[config.mk]
export PLATFORM = sky130hd
export DESIGN_NAME = wb_forward_unit
export DESIGN_NICKNAME = d
export VERILOG_FILES = /design/src/rtl/wb_forward_unit.sv
export SDC_FILE = /design/constraint.sdc
export NUM_CORES = 1
export LEC_CHECK = 0
export ABC_AREA = 0
export CAP_MARGIN = 20
export CORE_ASPECT_RATIO = 0.75
export CORE_MARGIN = 10
export CORE_UTILIZATION = 24
export CTS_CLUSTER_SIZE = 24
export DETAILED_ROUTE_END_ITERATION = 7
export HOLD_SLACK_MARGIN = 0.08
export PLACE_DENSITY = 0.59
export RECOVER_POWER = 50
export SLEW_MARGIN = 20
export SYNTH_ARGS = -nofsm -noshare
export SYNTH_HDL_FRONTEND = slang
export SYNTH_SLANG_ARGS = --single-unit
[constraint.sdc]
create_clock -name clk -period 2.18 [get_ports clk]
set_input_delay 0.218 -clock clk [delete_from_list [all_inputs] [get_ports clk]]
set_output_delay 0.218 -clock clk [all_outputs]
set_load 0.1 [all_outputs]
[src/rtl/wb_forward_unit.sv]
// Writeback/forwarding end of the register-file lock: tracks in-flight writes through EX/MEM/WB.
// Issue to rd_wb is 3 posedges; stall freezes every slot; lookups are combinational.
module wb_forward_unit #(
   parameter int DATA_W = 32,
   parameter int REG_W  = 5
) (
   input  logic              clk,
   input  logic              reset,
   input  logic              stall,
   input  logic              issue_valid,
   input  logic [REG_W-1:0]  issue_rd,
   input  logic              issue_write,
   input  logic              issue_is_load,
   input  logic [DATA_W-1:0] ex_result,
   input  logic [DATA_W-1:0] mem_result,
   input  logic [REG_W-1:0]  rs,
   input  logic [REG_W-1:0]  rt,
   output logic [REG_W-1:0]  rd_wb,
   output logic [DATA_W-1:0] result,
   output logic              forwarding_rs,
   output logic              forwarding_rt,
   output logic [DATA_W-1:0] fwd_rs_value,
   output logic [DATA_W-1:0] fwd_rt_value
);

   typedef struct packed {
      logic              valid;
      logic [REG_W-1:0]  rd;
      logic              wr;
      logic              is_load;
      logic [DATA_W-1:0] data;
      logic              ready;
   } slot_t;

   typedef struct packed {
      logic              hit;
      logic [DATA_W-1:0] value;
   } fwd_t;

   slot_t ex_q,  ex_d;
   slot_t mem_q, mem_d;
   slot_t wb_q,  wb_d;

   logic [REG_W-1:0]  rd_wb_q,  rd_wb_d;
   logic [DATA_W-1:0] result_q, result_d;

   fwd_t fwd_rs, fwd_rt;

   always_comb begin
      ex_d  = ex_q;
      mem_d = mem_q;
      wb_d  = wb_q;
      if (!stall) begin
         ex_d.valid   = issue_valid;
         ex_d.rd      = issue_rd;
         ex_d.wr      = issue_write & (issue_rd != '0);
         ex_d.is_load = issue_is_load;
         ex_d.data    = '0;
         ex_d.ready   = 1'b0;

         // Loads carry no data until their MEM cycle completes.
         mem_d       = ex_q;
         mem_d.data  = ex_q.is_load ? '0 : ex_result;
         mem_d.ready = !ex_q.is_load;

         wb_d       = mem_q;
         wb_d.data  = mem_q.is_load ? mem_result : mem_q.data;
         wb_d.ready = 1'b1;
      end
   end

   // Writeback port is registered alongside the WB slot so it is stable all cycle.
   always_comb begin
      rd_wb_d  = '0;
      result_d = '0;
      if (wb_d.valid && wb_d.wr) begin
         rd_wb_d  = wb_d.rd;
         result_d = wb_d.data;
      end
   end

   always_ff @(posedge clk) begin
      if (reset) begin
         ex_q     <= '0;
         mem_q    <= '0;
         wb_q     <= '0;
         rd_wb_q  <= '0;
         result_q <= '0;
      end else begin
         ex_q     <= ex_d;
         mem_q    <= mem_d;
         wb_q     <= wb_d;
         rd_wb_q  <= rd_wb_d;
         result_q <= result_d;
      end
   end

   function automatic logic slot_match(input slot_t s, input logic [REG_W-1:0] idx);
      return s.valid && s.wr && (s.rd == idx) && (idx != '0);
   endfunction

   // Youngest match decides; an unready young match blocks older ready ones.
   function automatic fwd_t lookup(input logic [REG_W-1:0] idx,
                                   input slot_t ex_s, input slot_t mem_s, input slot_t wb_s);
      fwd_t f;
      f = '0;
      if (slot_match(ex_s, idx)) begin
         f.hit   = ex_s.ready;
         f.value = ex_s.ready ? ex_s.data : '0;
      end else if (slot_match(mem_s, idx)) begin
         f.hit   = mem_s.ready;
         f.value = mem_s.ready ? mem_s.data : '0;
      end else if (slot_match(wb_s, idx)) begin
         f.hit   = wb_s.ready;
         f.value = wb_s.ready ? wb_s.data : '0;
      end
      return f;
   endfunction

   always_comb begin
      fwd_rs = lookup(rs, ex_q, mem_q, wb_q);
      fwd_rt = lookup(rt, ex_q, mem_q, wb_q);
   end

   assign rd_wb         = rd_wb_q;
   assign result        = result_q;
   assign forwarding_rs = fwd_rs.hit;
   assign forwarding_rt = fwd_rt.hit;
   assign fwd_rs_value  = fwd_rs.value;
   assign fwd_rt_value  = fwd_rt.value;

endmodule

placement.png
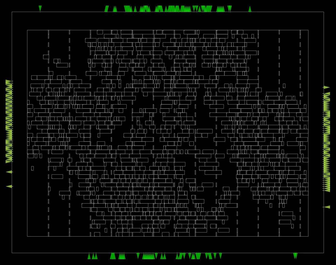
flop count: 126
# Taps: 338

io_fan.png
Bar = 50 um.
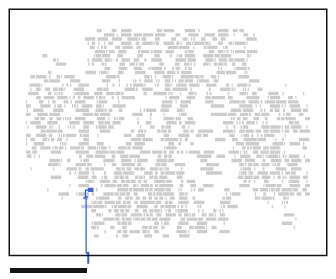
issue_valid: marked blue, bits 1, direction input, end cells 1, buffers 1, wire 48.2 um.
buffers added on ports: 187
Ports: 188

==> out/results.txt <==
Critical Path RT - 1960 ps
WL final - 27,600 um
# nets final - 1,089
Data arrival, critical path - 2490 ps
Worst vdd ir - 0.000538 V
Wire per inst - 20.5 um
Dpl cells - 1,302
Worst r2r path cells - 5
Logic area - 0.00434 mm^2
Vias in the first global route - 6,822
Syn. warnings - 0
Maxcap violations - 0
Violated checks - negative setup slack
Synth top cell by count - nor2_1
Share of cells above drive strength 1 - 35.5%
Final setup violation count - 66
Multi-input gate share of total cell area - 38.5%
Leading register cell type out of synthesis - dfxtp_1
Reg-to-Reg End - result[10]
Final setup margin - -527 ps
Cts hold-fix bufs - 1
Largest register by flop count - mem_q
Top cells by count, synth - nor2_1 (157), dfxtp_1 (126), a21oi_1 (86), nand2_1 (69), clkbuf_1 (61)
Outcome - finished with violations
Top cell category - logic gates
Switch share - 24.9%
Sequential-to-total area share from yosys stat - 40.8%
Max-slew violation count - 0
Die footprint - 0.0326 mm^2
Dominant logic cell type in the layout - nor2_1
# diodes - 0
Most frequent cells in the layout - nor2_1 (156), dfxtp_1 (112), buf_12 (84), clkdlybuf4s50_1 (72), nand2_1 (68)
HP Start - stall
Mux area share - 8.61%
Worst path depth - 6
Setup bufs post-CTS - 8
Flop pwr share - 41.1%
Detailed Routing Iterations Pass 1 - 5
CP max FO - 8
Floorplan-stage core utilization - 24.6%
No activity file was given, so power comes from the tool's default toggle rates.
